## src/rtl/nibble_fifo_pkg.sv

```systemverilog
// Shared sizing constants for the nibble FIFO slice.
package nibble_fifo_pkg;

  localparam int unsigned NF_WIDTH = 4;
  localparam int unsigned NF_DEPTH = 8;
  localparam int unsigned NF_AW    = $clog2(NF_DEPTH);

  // Occupancy at which the FIFO reports full.
  localparam int unsigned NF_FULL_COUNT = NF_DEPTH;

endpackage

```

## src/rtl/nibble_fifo_mem.sv

```systemverilog
// DEPTH x WIDTH storage: one write port, one synchronous read port, no reset.
module nibble_fifo_mem #(
  parameter int unsigned WIDTH = 4,
  parameter int unsigned DEPTH = 8,
  parameter int unsigned AW    = 3
) (
  input  logic             clk,
  input  logic             we,
  input  logic [AW-1:0]    waddr,
  input  logic [WIDTH-1:0] wdata,
  input  logic             re,
  input  logic [AW-1:0]    raddr,
  output logic [WIDTH-1:0] rdata
);

  logic [WIDTH-1:0] mem_q [DEPTH];
  logic [WIDTH-1:0] rdata_d;
  logic [WIDTH-1:0] rdata_q;

  always_ff @(posedge clk) begin
    if (we) begin
      mem_q[waddr] <= wdata;
    end
  end

  // Read register holds its value while no read is requested.
  always_comb begin
    rdata_d = rdata_q;
    if (re) begin
      rdata_d = mem_q[raddr];
    end
  end

  always_ff @(posedge clk) begin
    rdata_q <= rdata_d;
  end

  assign rdata = rdata_q;

endmodule

```

## src/rtl/nibble_fifo.sv

```systemverilog
// 8 x 4-bit FIFO with read-enable/valid handshake and sticky overflow/underflow flags.
module nibble_fifo
  import nibble_fifo_pkg::*;
#(
  parameter int unsigned WIDTH = NF_WIDTH,
  parameter int unsigned DEPTH = NF_FULL_COUNT
) (
  input  logic                       CLK,
  input  logic                       RST,
  input  logic                       wr_en,
  input  logic [WIDTH-1:0]           wr_data,
  input  logic                       rd_en,
  output logic [WIDTH-1:0]           rd_data,
  output logic                       rd_valid,
  output logic                       full,
  output logic                       empty,
  output logic [$clog2(DEPTH):0]     count,
  output logic                       overflow,
  output logic                       underflow
);

  localparam int unsigned AW = $clog2(DEPTH);
  localparam int unsigned CW = AW + 1;

  logic [AW-1:0]    wptr_d, wptr_q;
  logic [AW-1:0]    rptr_d, rptr_q;
  logic [CW-1:0]    count_d, count_q;
  logic             rd_valid_d, rd_valid_q;
  logic             overflow_d, overflow_q;
  logic             underflow_d, underflow_q;
  logic             rd_seen_d, rd_seen_q;
  logic             wr_acc, rd_acc;
  logic             full_c, empty_c;
  logic [WIDTH-1:0] mem_rdata;

  assign full_c  = (count_q == CW'(DEPTH));
  assign empty_c = (count_q == '0);

  // Handshake acceptance, pointer/count/flag next-state.
  always_comb begin
    rd_acc      = rd_en && !empty_c;
    wr_acc      = wr_en && (!full_c || rd_acc);
    wptr_d      = wptr_q;
    rptr_d      = rptr_q;
    count_d     = count_q;
    rd_valid_d  = rd_acc;
    rd_seen_d   = rd_seen_q | rd_acc;
    overflow_d  = overflow_q | (wr_en && !wr_acc);
    underflow_d = underflow_q | (rd_en && empty_c);
    if (wr_acc) begin
      wptr_d = wptr_q + AW'(1);
    end
    if (rd_acc) begin
      rptr_d = rptr_q + AW'(1);
    end
    case ({wr_acc, rd_acc})
      2'b10:   count_d = count_q + CW'(1);
      2'b01:   count_d = count_q - CW'(1);
      default: count_d = count_q;
    endcase
  end

  always_ff @(posedge CLK or negedge RST) begin
    if (!RST) begin
      wptr_q      <= '0;
      rptr_q      <= '0;
      count_q     <= '0;
      rd_valid_q  <= 1'b0;
      rd_seen_q   <= 1'b0;
      overflow_q  <= 1'b0;
      underflow_q <= 1'b0;
    end else begin
      wptr_q      <= wptr_d;
      rptr_q      <= rptr_d;
      count_q     <= count_d;
      rd_valid_q  <= rd_valid_d;
      rd_seen_q   <= rd_seen_d;
      overflow_q  <= overflow_d;
      underflow_q <= underflow_d;
    end
  end

  nibble_fifo_mem #(
    .WIDTH (WIDTH),
    .DEPTH (DEPTH),
    .AW    (AW)
  ) u_mem (
    .clk   (CLK),
    .we    (wr_acc),
    .waddr (wptr_q),
    .wdata (wr_data),
    .re    (rd_acc),
    .raddr (rptr_q),
    .rdata (mem_rdata)
  );

  // Storage has no reset, so rd_data reads as zero until the first read after reset.
  assign rd_data   = rd_seen_q ? mem_rdata : '0;
  assign rd_valid  = rd_valid_q;
  assign full      = full_c;
  assign empty     = empty_c;
  assign count     = count_q;
  assign overflow  = overflow_q;
  assign underflow = underflow_q;

endmodule
```

## config.mk

```make
export PLATFORM = sky130hd
export DESIGN_NAME = nibble_fifo
export DESIGN_NICKNAME = d
export VERILOG_FILES = /design/src/rtl/nibble_fifo_pkg.sv /design/src/rtl/nibble_fifo_mem.sv /design/src/rtl/nibble_fifo.sv
export SDC_FILE = /design/constraint.sdc
export NUM_CORES = 1
export LEC_CHECK = 0
export ABC_AREA = 1
export CORE_UTILIZATION = 25
export DETAILED_ROUTE_END_ITERATION = 10
export REMOVE_ABC_BUFFERS = 1
export SYNTH_ARGS = -nofsm -noshare
export SYNTH_HDL_FRONTEND = slang
export SYNTH_HIERARCHICAL = 1
export SYNTH_SLANG_ARGS = --single-unit
```

## constraint.sdc

```tcl
create_clock -name CLK -period 2.3 [get_ports CLK]
set_clock_uncertainty 0.05 [all_clocks]
set_input_delay 0.345 -clock CLK [delete_from_list [all_inputs] [get_ports CLK]]
set_output_delay 0.345 -clock CLK [all_outputs]
set_load 0.02 [all_outputs]
```

Figure 1. Metal layers overlaid.
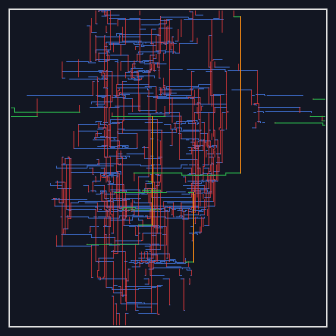
- blue: M1 (wire length 1870 microns)
- green: M3 (wire length 171 microns)
- red: M2 (wire length 2030 microns)
- orange: M4 (wire length 105 microns)

Figure 2. The clock network.
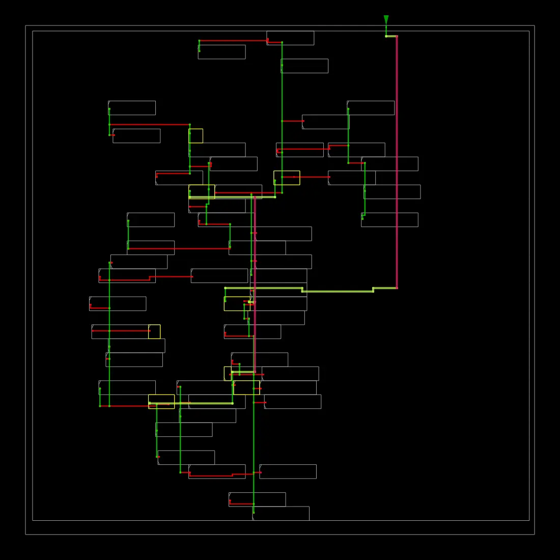
power in the clock group: 502 uW
Seq Cell Count: 50
TritonCTS sink count: 50
total clock buffers created by CTS: 5

Figure 3. Gate families picked out.
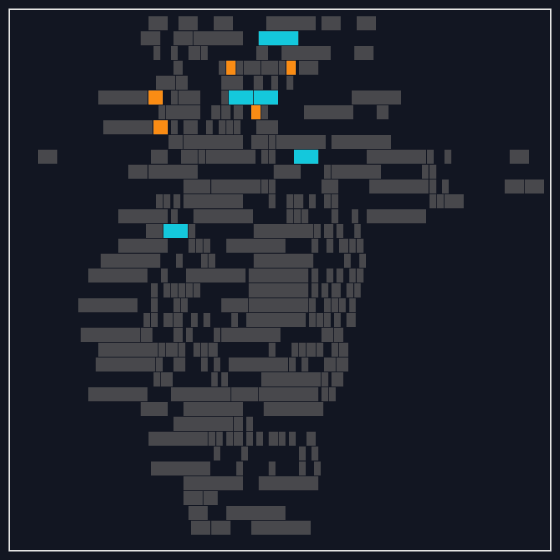
- orange: aoi and oai cells (cells 5; where top centre)
- cyan: fa/ha/maj cells (cells 5; where top centre)
logic gate fraction of the total cell area: 24.4%
most common cell after layout, fill and taps aside: sky130_fd_sc_hd__nand2_1
Final Instance Count excl. Fillers: 376

Figure 4. Routed clock nets over the placement.
The bar under the picture is 20 microns long.
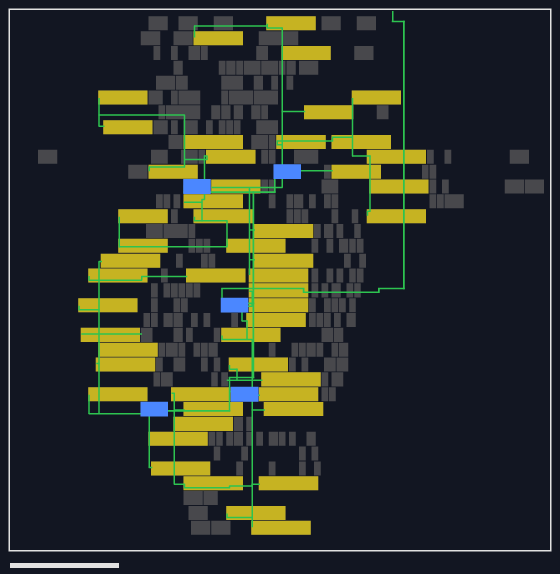
- blue: clock-net drivers (count 5)
- green: clock wires (length 603 microns)
- yellow: flip-flops (count 50)
- routed clock nets: 6

Figure 5. Wires at chosen ports, followed through buffers.
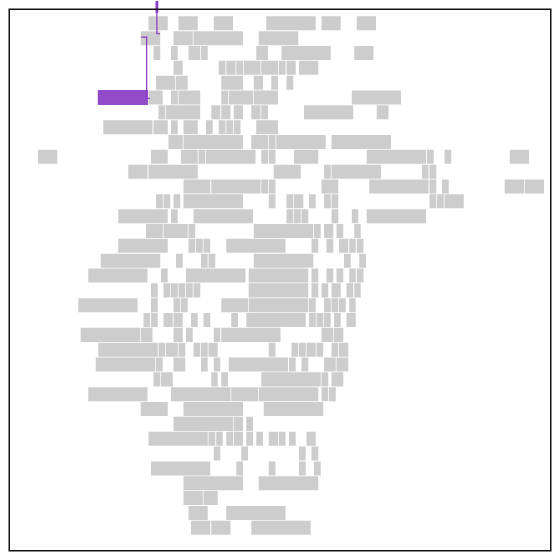
- purple: `underflow` (bits 1; direction output; edge top; end cells 1; buffers 1; wire 17.1 microns)
I/O pin count: 21
number of port buffers: 20

## layout make-up
cell class | instances | area, sq um | area share [%]
Inverter | 54 | 210 | 7.63
Clock inverter | 2 | 13.8 | 0.500
Tap cell | 111 | 139 | 5.04
Sequential cell | 50 | 1430 | 52.0
Multi-Input combinational cell | 131 | 672 | 24.4
Clock buffer | 6 | 72.6 | 2.64
Timing Repair Buffer | 22 | 215 | 7.81
## report_power, final
group	switching, mW	internal, mW	leakage, nW
Sequential	0.222	1.22	0.489
Combinational	0.742	0.515	0.738
Clock	0.287	0.215	0.0417
Total	1.25	1.95	1.27
## critical path, delay by kind of cell (launching register included)
family / cells / cell delay (ns)
buffers and inverters: 2 / 0.68
DFF: 1 / 0.44
and+or+nand+nor: 2 / 0.35
## sequential cells by signal (all words and copies together), names as in the netlist
name and cells:
u_mem/mem_q 32, count 4, u_mem/rdata 4, rptr_q 3, wptr_q 3, overflow 1
rd_seen_q 1, rd_valid 1, underflow 1
## cells by family after synthesis
logic type,after synthesis
XOR/XNOR,6
flip-flops,50
adder cells (fa/ha/maj),5
AND-OR/OR-AND,5
AND/OR/NAND/NOR,115
buffers and inverters,58
## synthesized netlist by cell type, drive strengths merged
| master | instances |
|---|---|
| o21ai | 1 |
| edfxtp | 36 |
| nand2 | 80 |
| xnor2 | 5 |
| or2 | 1 |
| inv | 54 |
| nand4 | 1 |
| fa | 1 |
| xor2 | 1 |
| dfrtp | 14 |
| ha | 4 |
| o21bai | 2 |
| nor2 | 11 |
| a21oi | 2 |
| buf | 4 |
| nand3 | 22 |
## worst min-delay path by stage
stage                             start              endpoint  slack, ns  depth (start not counted)
CTS                                 RST  count[0]$_DFFE_PN0P_       0.42                          1
global route                        RST  count[0]$_DFFE_PN0P_       0.45                          1
finish                              RST  count[0]$_DFFE_PN0P_       0.39                          1
floorplan                           RST  count[0]$_DFFE_PN0P_    -0.0006                          0
detailed placement  underflow$_DFF_PN0_   underflow$_DFF_PN0_       0.43                          1
global placement    underflow$_DFF_PN0_   underflow$_DFF_PN0_       0.43                          1
## per-stage QoR
step / power, mW / cells / setup WS, ns / utilization, % / area [sq um]
6_report: 3.20 / 376 / 0.144 / 29.9 / 2750
5_1_grt: 3.46 / 376 / 0.0265 / 29.9 / 2750
4_1_cts: 3.24 / 376 / 0.109 / 29.9 / 2750
3_5_place_dp: 2.73 / 368 / 0.0905 / 29.0 / 2670
3_3_place_gp: 2.72 / 368 / 0.116 / 29.0 / 2670
2_1_floorplan: 2.26 / 235 / 0.299 / - / 2310
## layer usage
layer	routed length, microns	track usage (%)	up-vias
li1	-	-	783
met1	1870	11.0	720
met2	2030	15.7	24
met3	171	2.77	7
met4	104	4.94	0
met5	0	0	-
## placed cells by master, fill, tap and decap left out, types with 5 or more instances in the layout
cell,count
sky130_fd_sc_hd__dfrtp_1,14
sky130_fd_sc_hd__inv_1,51
sky130_fd_sc_hd__clkdlybuf4s50_1,20
sky130_fd_sc_hd__nand2_2,7
sky130_fd_sc_hd__nand2_1,70
sky130_fd_sc_hd__nor2_1,10
sky130_fd_sc_hd__edfxtp_1,36
sky130_fd_sc_hd__nand3_1,21
sky130_fd_sc_hd__clkbuf_8,5
sky130_fd_sc_hd__xnor2_1,5
==> out/qor.rpt <==
========================================================================================================
Minimum period implied by the final worst setup slack                                            2.16 ns
Simple logic cell fraction of the synthesized area                                                 22.1%
Final Slew Violations                                                                                  0
Routed wire length per instance                                                             11.1 microns
Data required, critical path                                                                     1.90 ns
Outcome                                                                                     finished clean
Root Buffer Master                                                                          sky130_fd_sc_hd__clkbuf_8
Worst Tran Pin Value                                                                            0.705 ns
Worst setup EP type                                                                          output port
Number of antenna violations at the first check in global routing                                      0
Maximum cell stage delay along the critical path                                                 0.60 ns
Cell row count                                                                                        35
Share of synthesized area occupied by flip-flops and latches                                       60.9%
Slack of the worst reg-to-reg path                                                               0.22 ns
Flops after synth                                                                                     50
Leading cell types by total area after synthesis                                            sky130_fd_sc_hd__edfxtp_1 46%, sky130_fd_sc_hd__dfrtp_1 15%, sky130_fd_sc_hd__nand2_1 11%
Number of nets in the finished design                                                                277
Global-route congestion overflow total                                                                 0
Number of H-tree levels                                                                                2
Synthesized cell area                                                                         2350 sq um
Setup total negative slack                                                                          0 ns
Die Outline Area                                                                              9800 sq um
Cell breakdown of the critical path                                                         nor2_2 > nand3_1 > inv_1 > clkdlybuf4s50_1
Largest net degree at the start of global routing                                                     20
Share of the clock period used by the worst path                                                   93.7%
Critical path destination                                                                           full
Vias in the first global route                                                                      1416
Cells after synthesis                                                                                239
Wire length of the first global-routing pass                                                     6.93 mm
Clock insertion delay at the later pin of the skew report                                        0.30 ns
Post-CTS clock slew at the launch and capture registers of the worst setup and hold paths        0.09 ns
Die X-Extent                                                                                  99 microns
Number of remaining DRC errors                                                                         0
Highest ir drop seen on vdd                                                                     0.332 mV
Weighted congestion reported at the end of routability-driven placement                            0.831
Overall via count from detail_route                                                                 1534
========================================================================================================
No activity file was given, so power comes from the tool's default toggle rates.
